**src/rtl/alu_arbiter.sv**
```systemverilog
`default_nettype none
//==============================================================================
// Module : alu_arbiter
// Brief  : Round-robin arbiter sharing one combinational ALU between two
//          valid/ready requesters, with a configurable multi-cycle MUL hold.
// Rev    : 1.0  initial release
//==============================================================================
module alu_arbiter #(
    parameter int unsigned MUL_LAT = 3
) (
    input  logic        clk_i,
    input  logic        rst_i,

    input  logic        req0_valid_i,
    output logic        req0_ready_o,
    input  logic [31:0] req0_data1_i,
    input  logic [31:0] req0_data2_i,
    input  logic [2:0]  req0_ctrl_i,

    input  logic        req1_valid_i,
    output logic        req1_ready_o,
    input  logic [31:0] req1_data1_i,
    input  logic [31:0] req1_data2_i,
    input  logic [2:0]  req1_ctrl_i,

    output logic        resp0_valid_o,
    output logic [31:0] resp0_data_o,
    output logic        resp0_zero_o,

    output logic        resp1_valid_o,
    output logic [31:0] resp1_data_o,
    output logic        resp1_zero_o,

    output logic [31:0] alu_data1_o,
    output logic [31:0] alu_data2_o,
    output logic [2:0]  alu_ctrl_o,
    input  logic [31:0] alu_data_i
);

    localparam logic [2:0] c_CTRL_MUL = 3'b011;
    localparam logic [3:0] c_CNT_MUL  = 4'(MUL_LAT);
    localparam logic [3:0] c_CNT_ONE  = 4'd1;

    typedef enum logic [0:0] {
        S_IDLE = 1'b0,
        S_EXEC = 1'b1
    } state_t;

    state_t      r_state_q,       w_state_d;
    logic        r_last_grant_q,  w_last_grant_d;
    logic        r_owner_q,       w_owner_d;
    logic [3:0]  r_cnt_q,         w_cnt_d;
    logic [31:0] r_op1_q,         w_op1_d;
    logic [31:0] r_op2_q,         w_op2_d;
    logic [2:0]  r_ctrl_q,        w_ctrl_d;

    logic        r_resp0_valid_q, w_resp0_valid_d;
    logic [31:0] r_resp0_data_q,  w_resp0_data_d;
    logic        r_resp0_zero_q,  w_resp0_zero_d;
    logic        r_resp1_valid_q, w_resp1_valid_d;
    logic [31:0] r_resp1_data_q,  w_resp1_data_d;
    logic        r_resp1_zero_q,  w_resp1_zero_d;

    logic        w_grant;
    logic        w_idle;
    logic        w_ready0;
    logic        w_ready1;
    logic        w_accept;
    logic [31:0] w_sel_op1;
    logic [31:0] w_sel_op2;
    logic [2:0]  w_sel_ctrl;
    logic        w_done;
    logic        w_res_zero;

    // Grant index: on contention the requester that did not win last time goes.
    always_comb begin
        w_grant = 1'b0;
        if (req0_valid_i && req1_valid_i) begin
            w_grant = ~r_last_grant_q;
        end else if (req1_valid_i) begin
            w_grant = 1'b1;
        end
    end

    assign w_idle   = (r_state_q == S_IDLE);
    assign w_ready0 = w_idle & req0_valid_i & ~w_grant;
    assign w_ready1 = w_idle & req1_valid_i &  w_grant;
    assign w_accept = w_ready0 | w_ready1;

    assign w_sel_op1  = w_grant ? req1_data1_i : req0_data1_i;
    assign w_sel_op2  = w_grant ? req1_data2_i : req0_data2_i;
    assign w_sel_ctrl = w_grant ? req1_ctrl_i  : req0_ctrl_i;

    assign w_done     = (r_state_q == S_EXEC) && (r_cnt_q == c_CNT_ONE);
    assign w_res_zero = (alu_data_i == 32'd0);

    always_comb begin
        w_state_d       = r_state_q;
        w_last_grant_d  = r_last_grant_q;
        w_owner_d       = r_owner_q;
        w_cnt_d         = r_cnt_q;
        w_op1_d         = r_op1_q;
        w_op2_d         = r_op2_q;
        w_ctrl_d        = r_ctrl_q;
        w_resp0_valid_d = 1'b0;
        w_resp0_data_d  = r_resp0_data_q;
        w_resp0_zero_d  = r_resp0_zero_q;
        w_resp1_valid_d = 1'b0;
        w_resp1_data_d  = r_resp1_data_q;
        w_resp1_zero_d  = r_resp1_zero_q;

        case (r_state_q)
            S_IDLE: begin
                if (w_accept) begin
                    w_op1_d        = w_sel_op1;
                    w_op2_d        = w_sel_op2;
                    w_ctrl_d       = w_sel_ctrl;
                    w_owner_d      = w_grant;
                    w_last_grant_d = w_grant;
                    w_cnt_d        = (w_sel_ctrl == c_CTRL_MUL) ? c_CNT_MUL : c_CNT_ONE;
                    w_state_d      = S_EXEC;
                end
            end
            S_EXEC: begin
                w_cnt_d = r_cnt_q - c_CNT_ONE;
                if (w_done) begin
                    // Only the owner's result registers move; the other side holds.
                    if (r_owner_q) begin
                        w_resp1_valid_d = 1'b1;
                        w_resp1_data_d  = alu_data_i;
                        w_resp1_zero_d  = w_res_zero;
                    end else begin
                        w_resp0_valid_d = 1'b1;
                        w_resp0_data_d  = alu_data_i;
                        w_resp0_zero_d  = w_res_zero;
                    end
                    w_state_d = S_IDLE;
                end
            end
            default: begin
                w_state_d = S_IDLE;
            end
        endcase
    end

    always_ff @(posedge clk_i or posedge rst_i) begin
        if (rst_i) begin
            r_state_q       <= S_IDLE;
            r_last_grant_q  <= 1'b1;
            r_owner_q       <= 1'b0;
            r_cnt_q         <= 4'd0;
            r_op1_q         <= 32'd0;
            r_op2_q         <= 32'd0;
            r_ctrl_q        <= 3'd0;
            r_resp0_valid_q <= 1'b0;
            r_resp0_data_q  <= 32'd0;
            r_resp0_zero_q  <= 1'b0;
            r_resp1_valid_q <= 1'b0;
            r_resp1_data_q  <= 32'd0;
            r_resp1_zero_q  <= 1'b0;
        end else begin
            r_state_q       <= w_state_d;
            r_last_grant_q  <= w_last_grant_d;
            r_owner_q       <= w_owner_d;
            r_cnt_q         <= w_cnt_d;
            r_op1_q         <= w_op1_d;
            r_op2_q         <= w_op2_d;
            r_ctrl_q        <= w_ctrl_d;
            r_resp0_valid_q <= w_resp0_valid_d;
            r_resp0_data_q  <= w_resp0_data_d;
            r_resp0_zero_q  <= w_resp0_zero_d;
            r_resp1_valid_q <= w_resp1_valid_d;
            r_resp1_data_q  <= w_resp1_data_d;
            r_resp1_zero_q  <= w_resp1_zero_d;
        end
    end

    assign req0_ready_o  = w_ready0;
    assign req1_ready_o  = w_ready1;

    assign resp0_valid_o = r_resp0_valid_q;
    assign resp0_data_o  = r_resp0_data_q;
    assign resp0_zero_o  = r_resp0_zero_q;
    assign resp1_valid_o = r_resp1_valid_q;
    assign resp1_data_o  = r_resp1_data_q;
    assign resp1_zero_o  = r_resp1_zero_q;

    assign alu_data1_o   = r_op1_q;
    assign alu_data2_o   = r_op2_q;
    assign alu_ctrl_o    = r_ctrl_q;

endmodule
`default_nettype wire

```
**config.mk**
```make
export PLATFORM = sky130hd
export DESIGN_NAME = alu_arbiter
export DESIGN_NICKNAME = d
export VERILOG_FILES = /design/src/rtl/alu_arbiter.sv
export SDC_FILE = /design/constraint.sdc
export NUM_CORES = 1
export LEC_CHECK = 0
export ABC_CLOCK_PERIOD_IN_PS = 5800
export CORE_MARGIN = 2
export CORE_UTILIZATION = 40
export DETAILED_ROUTE_END_ITERATION = 10
export GPL_TIMING_DRIVEN = 0
export PLACE_DENSITY_LB_ADDON = 0.2
export SETUP_SLACK_MARGIN = 0.15
export SYNTH_ARGS = -nofsm -noshare
export SYNTH_HDL_FRONTEND = slang
export SYNTH_SLANG_ARGS = --single-unit
```
**constraint.sdc**
```tcl
create_clock -name clk_i -period 5.8 [get_ports clk_i]
set_input_delay 1.16 -clock clk_i [delete_from_list [all_inputs] [get_ports clk_i]]
set_output_delay 1.16 -clock clk_i [all_outputs]
set_load 0.02 [all_outputs]
```
### A small window of the routed layout

Bar = 10 um. Region (49, 49) to (79, 79) um. Cells in gray, sequential cells in the stronger gray; small squares are vias.
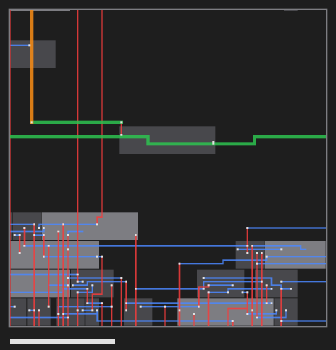
Blue marks M1. Green marks M3. Red marks M2. Orange marks M4.
Netlist names of flops here include r_cnt_q (2). 17 logic cells have their middle in the window. Most frequent: dfrtp_1 (4), buf_4 (2), a21o_1 (2). Sequential cells in the window: 5.

### Wiring by layer

Two of the layers only.
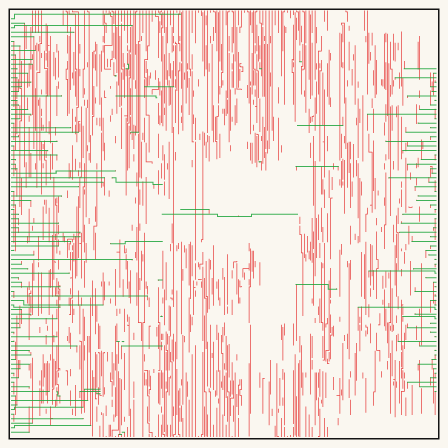
Green marks M3, wire length 1400 um. Red marks M2, wire length 9330 um.

### Met1 routing

Supply wires on this layer in gray.
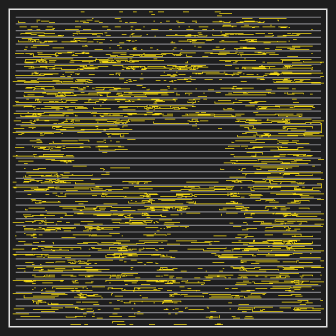
844 nets have wire on it. The wires run mostly horizontal. The layer carries 7090 um of wire.
M1 GR Usage: 0.261
routed vias: 4997
Total Wirelength: 18100 um

==> impl_metrics.tcl <==
# yosys + openroad results
set metrics [dict create \
    rr_startpoint "r_cnt_q[1]" \
    drt.antenna.violating_nets 0 \
    met1_length_um 7090 \
    tightest_slew_ps 618 \
    postCtsHoldBufs 0 \
    layout_min_cycle_time_ps 4440 \
    synth.most_common_cell "dfrtp_1" \
    h-tree-depth 4 \
    maxCapViolCount 0 \
    critPathLaunch "req1_valid_i" \
    grt_start_max_net_pins 80 \
    synth_area_um2 6160 \
    top_usage_layer "met2" \
    status "finished, final reports clean" \
    final-hold-violation-count 0 \
    setup_viol 0 \
    layout_top_cells "clkdlybuf4s50_1 (306), dfrtp_1 (141), nand2_1 (70)" \
    met2_usage 0.392 \
    r2r_slack_ps 3930 \
    netlist_top_cells_count "dfrtp_1 (141), nand2_1 (70), mux2i_1 (67), o21ai_1 (67), mux2_1 (38)" \
    worstPathMaxFanout 10 \
    syn-num-nets 656 \
    topCellsByArea "dfrtp_1 (57%), mux2i_1 (11%), mux2_1 (7.0%)" \
    crit_path_start_kind "primary input" \
    finalHoldWorstSlack_ps 481 \
    synth_cell_type_count 34 \
    critPathRequiredTime_ps 4640 \
    viasPerCell 4.94 \
    yosysWarnings 0 \
    cts_tree "yes" \
    fin_ws_ps 1360 \
    fp_util 0.406 \
    die_h_um 128 \
    slew_headroom 0.588 \
    syn_area_per_cell_um2 12.7 \
    grt_pass1_wl_um 28100 \
    fmax_mhz 225 \
    io_buffers 306 \
    hp-class "reg2reg" \
    areaGrowthSynthToFinish_pct 63.8 \
    power_density_nw_per_um2 554 \
    ff_type "dfrtp_1" \
    core_um2 15100 \
    place_ws_ps 1330 \
]
### M4 wires

Supply wires on this layer in gray.
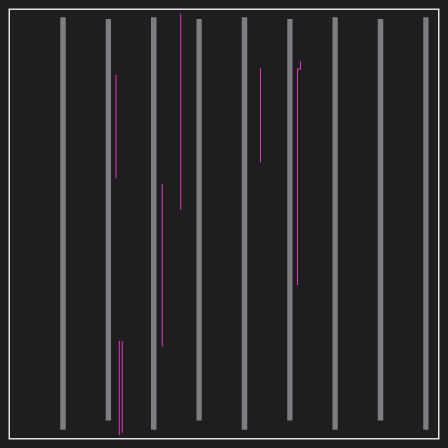
5 nets have wire on it. The longest straight run is 64.5 um. The layer carries 288 um of wire. The layer holds 1.6% of the routed length. The wires run mostly vertical.

### Clock routing

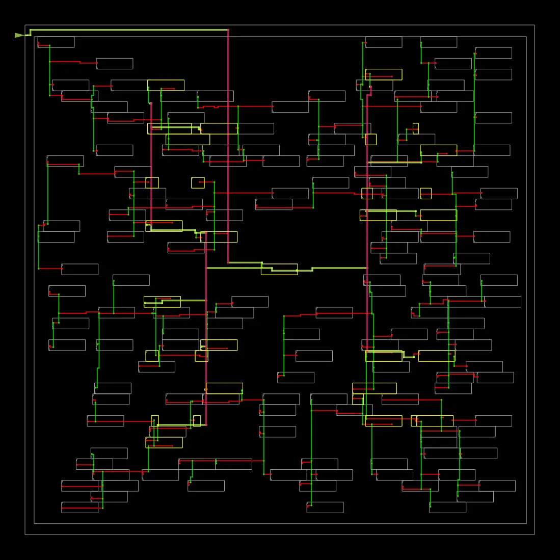
# clk buffers: 19
clk_skew: 5.47 ps
Clock net power: 1.11 mW
CTS Buf Count: 17
flop count: 142

-- area by class of cell --
type	instances	share of cell area
clock buffers	19	0.0429
inverters	5	0.00236
multi-input cells	308	0.237
flip-flops and latches	142	0.352
plain buffers	29	0.0191
well taps	188	0.0233
clock inverters	13	0.0164
repair buffers	307	0.306
-- logic make-up after synthesis --
family / share of synthesized area
flip-flops: 0.577
buffers and inverters: 0.0343
AND-OR/OR-AND: 0.0663
AND/OR/NAND/NOR: 0.0679
multiplexers: 0.249
XOR/XNOR: 0.00142
adder cells (fa/ha/maj): 0.00406
-- per-stage QoR --
stage | total power [mW] | area [um^2] | util | TNS, ps
after floorplan | 3.16 | 6160 | - | 0
after global routing | 5.90 | 10100 | 0.666 | 0
after global placement | 4.44 | 9450 | 0.624 | -152250
after CTS | 5.65 | 10100 | 0.666 | 0
final | 5.58 | 10100 | 0.666 | 0
after detailed placement | 4.51 | 9490 | 0.626 | 0
-- power breakdown --
group	internal, mW	leakage [nW]	switching (mW)
Sequential	1.49	1.72	0.268
Clock	0.677	0.280	0.430
Combinational	1.37	2.46	1.34
Total	3.54	4.47	2.04
-- flip-flops by register name, summed over array words and instances, names as in the netlist --
| signal | cells |
|---|---|
| r_owner_q | 1 |
| resp0_zero_o | 1 |
| r_state_q | 1 |
| resp0_data_o | 32 |
| resp1_data_o | 32 |
| resp0_valid_o | 1 |
| alu_data1_o | 32 |
| resp1_valid_o | 1 |
| alu_ctrl_o | 3 |
| alu_data2_o | 32 |
| r_cnt_q | 4 |
| r_last_grant_q | 1 |
| resp1_zero_o | 1 |
-- critical path, cell delays in order --
cell             delay (ps)
clkdlybuf4s50_1         560
a21boi_1                190
buf_4                   190
buf_6                   180
nor2b_1                 290
clkdlybuf4s50_1         710
Power is estimated from default activity; no workload was simulated.
